[src/rtl/imm_ext_pipe.sv]
// Pipelined ARMv8 immediate generator: extract/extend, then pre-shift, behind a
// valid/ready handshake with a saturating count of erroneous results.
module imm_ext_pipe #(
  parameter int DATA_W = 64,
  parameter int STAGES = 2,
  parameter int TAG_W  = 5
) (
  input  logic              i_clk,
  input  logic              i_rst,
  input  logic              i_valid,
  output logic              o_ready,
  input  logic [31:0]       i_instr,
  input  logic [2:0]        i_fmt,
  input  logic [TAG_W-1:0]  i_tag,
  output logic              o_valid,
  input  logic              i_ready,
  output logic [DATA_W-1:0] o_ext,
  output logic [2:0]        o_fmt,
  output logic [TAG_W-1:0]  o_tag,
  output logic              o_err,
  output logic [7:0]        o_err_cnt
);
  localparam logic [2:0] FMT_I  = 3'd0;
  localparam logic [2:0] FMT_D  = 3'd1;
  localparam logic [2:0] FMT_B  = 3'd2;
  localparam logic [2:0] FMT_CB = 3'd3;
  localparam logic [2:0] FMT_IW = 3'd4;
  localparam logic [2:0] FMT_SH = 3'd5;

  logic [63:0] fld_full;
  logic [5:0]  shamt;
  logic        err_c;

  always_comb begin
    fld_full = '0;
    shamt    = '0;
    err_c    = 1'b0;
    case (i_fmt)
      FMT_I:  fld_full = {52'd0, i_instr[21:10]};
      FMT_D:  fld_full = {{55{i_instr[20]}}, i_instr[20:12]};
      FMT_B: begin
        fld_full = {{38{i_instr[25]}}, i_instr[25:0]};
        shamt    = 6'd2;
      end
      FMT_CB: begin
        fld_full = {{45{i_instr[23]}}, i_instr[23:5]};
        shamt    = 6'd2;
      end
      FMT_IW: begin
        // hw of 2 or 3 would push the whole field out of a 32-bit result
        if (DATA_W == 32 && i_instr[22]) begin
          err_c = 1'b1;
        end else begin
          fld_full = {48'd0, i_instr[20:5]};
          shamt    = {i_instr[22:21], 4'd0};
        end
      end
      FMT_SH: fld_full = {58'd0, i_instr[15:10]};
      default: err_c = 1'b1;
    endcase
  end

  logic unused_bits;
  assign unused_bits = ^{i_instr[31:26], i_instr[4:0], fld_full};

  logic              stg_valid;
  logic [DATA_W-1:0] stg_fld;
  logic [5:0]        stg_sh;
  logic [2:0]        stg_fmt;
  logic [TAG_W-1:0]  stg_tag;
  logic              stg_err;

  logic              out_valid_q, out_valid_d;
  logic [DATA_W-1:0] out_ext_q, out_ext_d;
  logic [2:0]        out_fmt_q, out_fmt_d;
  logic [TAG_W-1:0]  out_tag_q, out_tag_d;
  logic              out_err_q, out_err_d;
  logic [7:0]        err_cnt_q, err_cnt_d;
  logic              out_free;

  assign out_free = !out_valid_q || i_ready;

  generate
    if (STAGES == 1) begin : g_one
      assign o_ready   = out_free;
      assign stg_valid = i_valid;
      assign stg_fld   = fld_full[DATA_W-1:0];
      assign stg_sh    = shamt;
      assign stg_fmt   = i_fmt;
      assign stg_tag   = i_tag;
      assign stg_err   = err_c;
    end else begin : g_two
      logic              s1_valid_q, s1_valid_d;
      logic [DATA_W-1:0] s1_fld_q, s1_fld_d;
      logic [5:0]        s1_sh_q, s1_sh_d;
      logic [2:0]        s1_fmt_q, s1_fmt_d;
      logic [TAG_W-1:0]  s1_tag_q, s1_tag_d;
      logic              s1_err_q, s1_err_d;

      assign o_ready = !s1_valid_q || out_free;

      always_comb begin
        s1_valid_d = s1_valid_q;
        s1_fld_d   = s1_fld_q;
        s1_sh_d    = s1_sh_q;
        s1_fmt_d   = s1_fmt_q;
        s1_tag_d   = s1_tag_q;
        s1_err_d   = s1_err_q;
        if (o_ready) begin
          s1_valid_d = i_valid;
          if (i_valid) begin
            s1_fld_d = fld_full[DATA_W-1:0];
            s1_sh_d  = shamt;
            s1_fmt_d = i_fmt;
            s1_tag_d = i_tag;
            s1_err_d = err_c;
          end
        end
      end

      always_ff @(posedge i_clk) begin
        if (i_rst) begin
          s1_valid_q <= 1'b0;
          s1_fld_q   <= '0;
          s1_sh_q    <= '0;
          s1_fmt_q   <= '0;
          s1_tag_q   <= '0;
          s1_err_q   <= 1'b0;
        end else begin
          s1_valid_q <= s1_valid_d;
          s1_fld_q   <= s1_fld_d;
          s1_sh_q    <= s1_sh_d;
          s1_fmt_q   <= s1_fmt_d;
          s1_tag_q   <= s1_tag_d;
          s1_err_q   <= s1_err_d;
        end
      end

      assign stg_valid = s1_valid_q;
      assign stg_fld   = s1_fld_q;
      assign stg_sh    = s1_sh_q;
      assign stg_fmt   = s1_fmt_q;
      assign stg_tag   = s1_tag_q;
      assign stg_err   = s1_err_q;
    end
  endgenerate

  always_comb begin
    out_valid_d = out_valid_q;
    out_ext_d   = out_ext_q;
    out_fmt_d   = out_fmt_q;
    out_tag_d   = out_tag_q;
    out_err_d   = out_err_q;
    err_cnt_d   = err_cnt_q;
    if (out_valid_q && i_ready && out_err_q && err_cnt_q != 8'hFF)
      err_cnt_d = err_cnt_q + 8'd1;
    if (out_free) begin
      out_valid_d = stg_valid;
      if (stg_valid) begin
        out_ext_d = stg_fld << stg_sh;
        out_fmt_d = stg_fmt;
        out_tag_d = stg_tag;
        out_err_d = stg_err;
      end
    end
  end

  always_ff @(posedge i_clk) begin
    if (i_rst) begin
      out_valid_q <= 1'b0;
      out_ext_q   <= '0;
      out_fmt_q   <= '0;
      out_tag_q   <= '0;
      out_err_q   <= 1'b0;
      err_cnt_q   <= '0;
    end else begin
      out_valid_q <= out_valid_d;
      out_ext_q   <= out_ext_d;
      out_fmt_q   <= out_fmt_d;
      out_tag_q   <= out_tag_d;
      out_err_q   <= out_err_d;
      err_cnt_q   <= err_cnt_d;
    end
  end

  assign o_valid   = out_valid_q;
  assign o_ext     = out_ext_q;
  assign o_fmt     = out_fmt_q;
  assign o_tag     = out_tag_q;
  assign o_err     = out_err_q;
  assign o_err_cnt = err_cnt_q;
endmodule

[config.mk]
export PLATFORM = sky130hd
export DESIGN_NAME = imm_ext_pipe
export DESIGN_NICKNAME = d
export VERILOG_FILES = /design/src/rtl/imm_ext_pipe.sv
export SDC_FILE = /design/constraint.sdc
export NUM_CORES = 1
export LEC_CHECK = 0
export CORE_ASPECT_RATIO = 0.9
export CORE_MARGIN = 5
export CORE_UTILIZATION = 53
export CTS_BUF_LIST = sky130_fd_sc_hd__clkbuf_4 sky130_fd_sc_hd__clkbuf_8
export DETAILED_ROUTE_END_ITERATION = 8
export PLACE_DENSITY = 0.83
export SKIP_CTS_REPAIR_TIMING = 1
export SYNTH_ARGS = -nofsm -noshare
export SYNTH_HDL_FRONTEND = slang
export SYNTH_SLANG_ARGS = --single-unit
[constraint.sdc]
create_clock -name i_clk -period 1.6 [get_ports i_clk]
set_clock_uncertainty 0.05 [all_clocks]
set_input_delay 0.24 -clock i_clk [delete_from_list [all_inputs] [get_ports i_clk]]
set_output_delay 0.24 -clock i_clk [all_outputs]
set_load 0.02 [all_outputs]
==> images/ff_map.png <==
Other sequential cells in the stronger grey, the rest of the logic in the fainter grey.
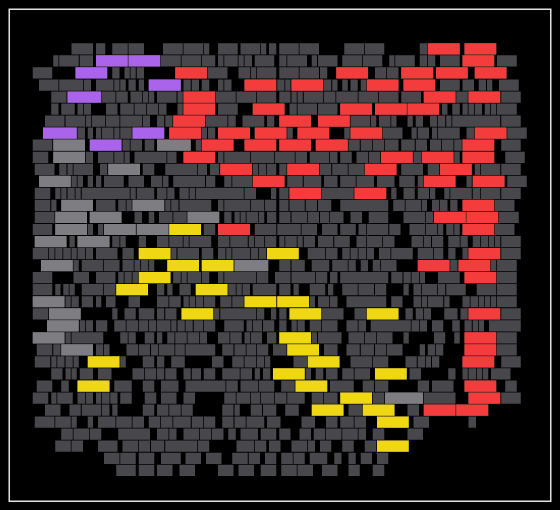
o_ext -> red  # sequential cells 64
g_two.s1_fld_q -> yellow  # sequential cells 26
o_err_cnt -> purple  # sequential cells 8, where north-west
not coloured = 23
final core utilization: 80.36%
sequential group power: 0.00321 W

==> images/placed.png <==
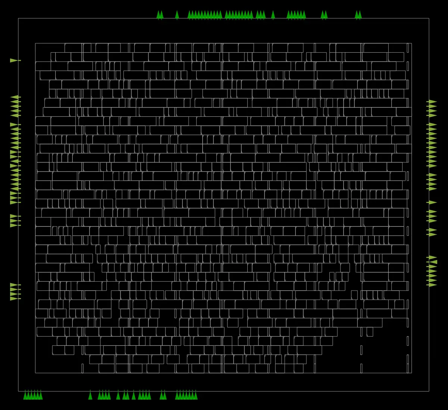
CORE AREA: 10950 um2
total number of tap cells: 152
number of standard cells in the layout, taps in and fillers out: 1054

==> images/m2.png <==
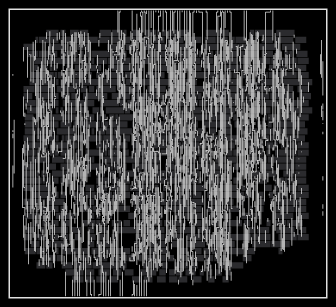
nets with wire on the layer = 831
longest straight run = 46.6 um
wire length on this layer = 10100 um
final routed wirelength across all metal layers: 20810 um
via total after detailed routing: 6377
met2 Resource Use GR: 45.73%

==> images/m1.png <==
Scale bar: 20 um.
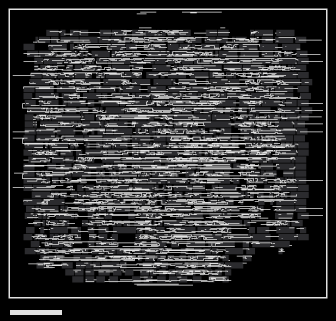
main direction = horizontal
longest straight run = 40.0 um
wire length on this layer = 8170 um
share of all routed wire = 39%
nets with wire on the layer = 856
fraction of met1 tracks used by global routing: 35.23%

==> images/m3.png <==
Scale bar: 20 um.
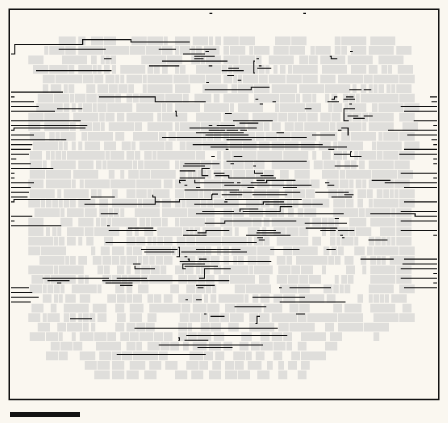
longest straight run = 42.8 um
wire length on this layer = 1980 um
share of all routed wire = 9.5%
global routing met3 resource utilization: 8.724%

-- where the power goes --
group | total (W) | internal, W | switching [W]
clock network | 0.00322 | 0.00190 | 0.00131
logic | 0.00132 | 0.000615 | 0.000704
registers | 0.00321 | 0.00313 | 0.0000846
-- worst max-delay path: stages, from the launching register on --
cell and delay, ns:
dfxtp_1 0.34, buf_4 0.15, or2_0 0.30, buf_4 0.21
nor4_1 0.32, a21oi_1 0.11, nor2_1 0.13
-- final timing paths --
path,from,to,slack (ns)
setup / recovery,g_two.s1_sh_q[5],o_ext[9],-0.07
hold / removal,i_rst,g_two.s1_fmt_q[2],0.24
setup reg to reg,g_two.s1_sh_q[5],o_ext[9],-0.07
hold reg to reg,g_two.s1_fmt_q[2],g_two.s1_fmt_q[2],0.41
==> summary.txt <==
Flow results follow.

The flow ran to the end, but the final reports show violations. The final reports fail on negative setup slack. The average cell area after synthesis is 8.437 um2.

The max-cap violation count is 0. TritonCTS reports the number of clock sinks as 121. The area taken by multi-input combinational cells is reported as 3319 um2. The number of cells on the worst reg-to-reg path is 6. The completed layout was analyzed and its total power is 0.007746 W. The finished design was reported to have a net count of 934.

The post-layout period usage of the worst path is 104.4%. The fraction of the mapped netlist area in compound gates is 19.79%. The final hold violation count recorded for this run is 0. The placement row count is 36. The clock root buffer is clkbuf_8.

Setup slack on the critical path of the routed design comes to -0.07020 ns. The final setup violation count is 1. The placer congestion estimate is 0.9111. The fraction of cell area in sequential cells is reported as 27.64%. From synthesis to final layout, the design area changed by 47.04%. The endpoint kind of the worst setup timing path is a flop. The number of design rule violations left after detail routing is 0.

Ranked by total area, the top cell class in this layout is multi-input combinational cells. The number of logged tool warnings is 32. The clock distribution area overhead in the final layout is 5.349%. The layer with the highest usage after global routing is met2. The largest fanout of any net on the critical path is 9. The area fraction in full adders, half adders and majority gates is 0.2092%. The maximum clock frequency is 598.7 MHz. The flop and latch count out of synthesis is 121. The mux cell area share after synthesis is 10.48%. Per the synthesis report, the single largest cell type by area occupies 40.49% of cell area. The final critical path time including I/O delays and setup is 1.670 ns. The number of non-clock buffers is 222. The mapped netlist covers 5982 um2.

The final design area excluding fillers is 8796 um2. Global routing used 28.12% of the available tracks across all layers. The stat command in Yosys gives a chip area of 5982 um2.
Power figures rest on the tool's default switching activity, not on a simulated workload.
